<file path="src/rtl/mem_arbiter.sv">
// Two-port arbiter sharing one single-port synchronous memory between the CPU (port 0)
// and a debug/DMA master (port 1); each transaction runs IDLE->ACC->RESP->DONE.
module mem_arbiter #(
    parameter int WIDTH         = 32,
    parameter int MEM_ADDR_SIZE = 12,
    parameter int ARB_MODE      = 0,
    parameter int STARVE_LIMIT  = 4
) (
    input  logic                     clk,
    input  logic                     reset,
    input  logic                     m0_req,
    input  logic                     m0_wen,
    input  logic [MEM_ADDR_SIZE-1:0] m0_addr,
    input  logic [WIDTH-1:0]         m0_wdata,
    output logic [WIDTH-1:0]         m0_rdata,
    output logic                     m0_ack,
    input  logic                     m1_req,
    input  logic                     m1_wen,
    input  logic [MEM_ADDR_SIZE-1:0] m1_addr,
    input  logic [WIDTH-1:0]         m1_wdata,
    output logic [WIDTH-1:0]         m1_rdata,
    output logic                     m1_ack,
    output logic                     mem_cs,
    output logic                     mem_wen,
    output logic [MEM_ADDR_SIZE-1:0] mem_addr,
    output logic [WIDTH-1:0]         mem_wdata,
    input  logic [WIDTH-1:0]         mem_rdata,
    output logic                     grant,
    output logic                     busy
);

    localparam int CW = $clog2(STARVE_LIMIT + 1);
    localparam logic [CW-1:0] LIMIT = CW'(STARVE_LIMIT);

    localparam logic [1:0] IDLE = 2'd0;
    localparam logic [1:0] ACC  = 2'd1;
    localparam logic [1:0] RESP = 2'd2;
    localparam logic [1:0] DONE = 2'd3;

    logic [1:0]               state;
    logic                     grant_q;
    logic                     wen_q;
    logic [MEM_ADDR_SIZE-1:0] addr_q;
    logic [WIDTH-1:0]         wdata_q;
    logic [CW-1:0]            starve_cnt;
    logic                     pick;

    // Winner for this IDLE cycle; only meaningful when at least one port requests.
    always_comb begin
        pick = 1'b0;
        case ({m1_req, m0_req})
            2'b10: pick = 1'b1;
            2'b11: begin
                if (ARB_MODE == 0) pick = ~grant_q;
                else               pick = (starve_cnt == LIMIT);
            end
            default: pick = 1'b0;
        endcase
    end

    always_ff @(posedge clk or negedge reset) begin
        if (!reset) begin
            state      <= IDLE;
            grant_q    <= 1'b1;
            wen_q      <= 1'b0;
            addr_q     <= '0;
            wdata_q    <= '0;
            starve_cnt <= '0;
            m0_ack     <= 1'b0;
            m1_ack     <= 1'b0;
            m0_rdata   <= '0;
            m1_rdata   <= '0;
        end else begin
            m0_ack <= 1'b0;
            m1_ack <= 1'b0;
            case (state)
                IDLE: begin
                    if (m0_req || m1_req) begin
                        state   <= ACC;
                        grant_q <= pick;
                        wen_q   <= pick ? m1_wen   : m0_wen;
                        addr_q  <= pick ? m1_addr  : m0_addr;
                        wdata_q <= pick ? m1_wdata : m0_wdata;
                    end
                    // Counts contested port-0 wins; saturates at the limit instead of wrapping.
                    if (!m1_req || pick)
                        starve_cnt <= '0;
                    else if (m0_req && starve_cnt != LIMIT)
                        starve_cnt <= starve_cnt + CW'(1);
                end
                ACC:  state <= RESP;
                RESP: begin
                    state <= DONE;
                    if (grant_q) m1_ack <= 1'b1;
                    else         m0_ack <= 1'b1;
                    if (!wen_q) begin
                        if (grant_q) m1_rdata <= mem_rdata;
                        else         m0_rdata <= mem_rdata;
                    end
                end
                default: state <= IDLE;
            endcase
        end
    end

    assign mem_cs    = (state == ACC);
    assign mem_wen   = (state == ACC) && wen_q;
    assign mem_addr  = addr_q;
    assign mem_wdata = wdata_q;
    assign grant     = grant_q;
    assign busy      = (state != IDLE);

endmodule

</file>
<file path="config.mk">
export PLATFORM = sky130hd
export DESIGN_NAME = mem_arbiter
export DESIGN_NICKNAME = d
export VERILOG_FILES = /design/src/rtl/mem_arbiter.sv
export SDC_FILE = /design/constraint.sdc
export NUM_CORES = 1
export LEC_CHECK = 0
export CAP_MARGIN = 20
export CORE_MARGIN = 3
export CORE_UTILIZATION = 40
export CTS_CLUSTER_DIAMETER = 100
export CTS_CLUSTER_SIZE = 30
export DETAILED_ROUTE_END_ITERATION = 8
export PLACE_DENSITY = 0.86
export SETUP_SLACK_MARGIN = 0.1
export SLEW_MARGIN = 40
export SYNTH_ARGS = -nofsm -noshare
export SYNTH_HDL_FRONTEND = slang
export SYNTH_SLANG_ARGS = --single-unit
</file>
<file path="constraint.sdc">
create_clock -name clk -period 2.1 [get_ports clk]
set_clock_uncertainty 0.2 [all_clocks]
set_input_delay 0.42 -clock clk [delete_from_list [all_inputs] [get_ports clk]]
set_output_delay 0.42 -clock clk [all_outputs]
set_load 0.05 [all_outputs]
</file>
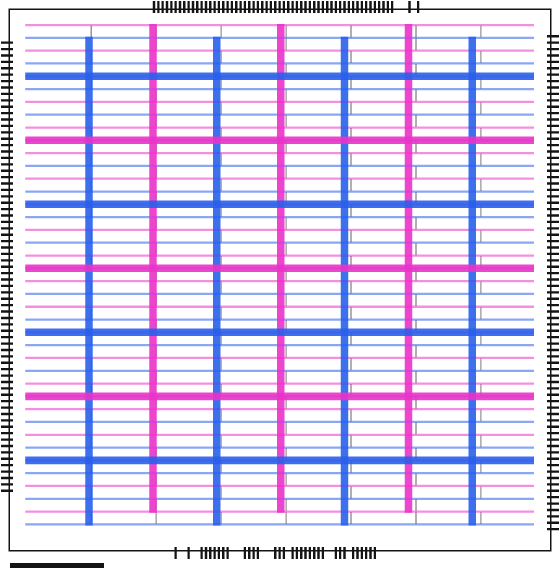
floorplan.png
The bar under the picture is 20 um long. Pins as bars on the die edge. Tap cells in gray.
| color | net |
|---|---|
| blue | VSS |
| magenta | VDD |
tap cells: 143
met5 straps: 7
rows: 39

==> results.cfg <==
; physical design summary
[yosys]
ys_top_logic_family = multiplexers
synthXorXnorAreaFrac_pct = 0
yosys_cells = 405
ys_types = 22
muxShareOfSynthArea_pct = 15.48
synth_flops = 114
netlist.top_cell.by_area = dfrtp_1
yosys_area_sq_um = 4728
async_flop_share_pct = 100.0
synth_top_cell_by_count = dfrtp_1
syn_area_per_cell_sq_um = 11.67
syn_inst = 405

[worst_setup_path]
crit_arrival_ns = 1.35
worstReg2RegEnd = m0_rdata[14]
path_class = register to output port
end_kind = output port
cp_max_fo = 3
cp_slowest_cell = dfrtp_1
start_kind = register
crit_cells = 4
r2r_start = state[0]
crit_chain = inv_2 > ha_4 > and2_4 > buf_12
path_delay_family = flip-flops

[clocking]
clock_latency_ns = 0.40
holdBufCountCts = 1
cts_tree = done
clk_pin_slew_ns = 0.05
cts_max_level = 4

[job]
warnings = 30
cap_violations = 0

[min_path]
whs_endpoint = m1_rdata[31]
worstHoldPathType = register to register

[floorplan]
tap_cells = 143
fp_util_pct = 41.23
die_h_um = 114.7
rows = 39
coreArea_sq_um = 11470
fp.dieW_um = 114.7

[final_layout]
layout_top_cell = clkdlybuf4s50_1
logic_gate_count = 262
final_cell_mix = clkdlybuf4s50_1, dfrtp_1, buf_4
nClkBuffers = 18
drive_above_1_share_pct = 32.18
area_share_clock_buf_inv_pct = 7.965
largest_cell_class = sequential cells
seq_area_share_pct = 36.72
design.seq.count = 114
fillers = 831
area_delta_synth_final_pct = 64.46
area_share_nonclk_buffers_pct = 30.94
diodes = 0
stdcell_count = 808
seqCellArea_sq_um = 2855

[global_route]
grt_pass1_vias = 3981
grt_pass1_wl_mm = 20.17
grtUsageTotal_pct = 19.70
use_met2_pct = 34.46

[drt]
first_pass_iters = 5
drt-total-wl_mm = 13.41
drt_iter0_markers = 245
viasPerCell = 4.876
dr_wl_met3_mm = 1.246

[pwr]
power.net_switching_w = 0.007391
ir_drop_mv = 1.447
switching_share_pct = 47.65
pwr-share-clk_pct = 19.1

[placement]
placedCellCount = 771
place_ws_ns = 0.01862
place_area_sq_um = 7091

[sta]
worst_pin_slew_ns = 0.5336
max_slew_margin_pct = 64.57

[run_status]
status = finished, final reports clean
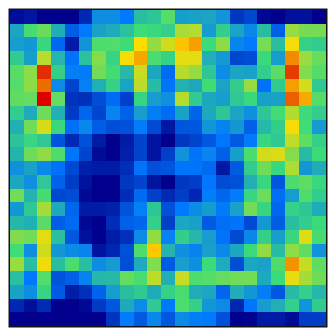
route_heat.png
23 x 23 tiles, from dark blue (low) to red (high), scaled to the fullest tile. Values are wire area over tile area, all layers added.
emptiest ninth of the die: center
tiles over half the peak: 23%
densest ninth of the die: top center
fullest tile: 0.48
nearly empty tiles: 5.7%
mean over tiles: 0.17

No activity file was given, so power comes from the tool's default toggle rates.
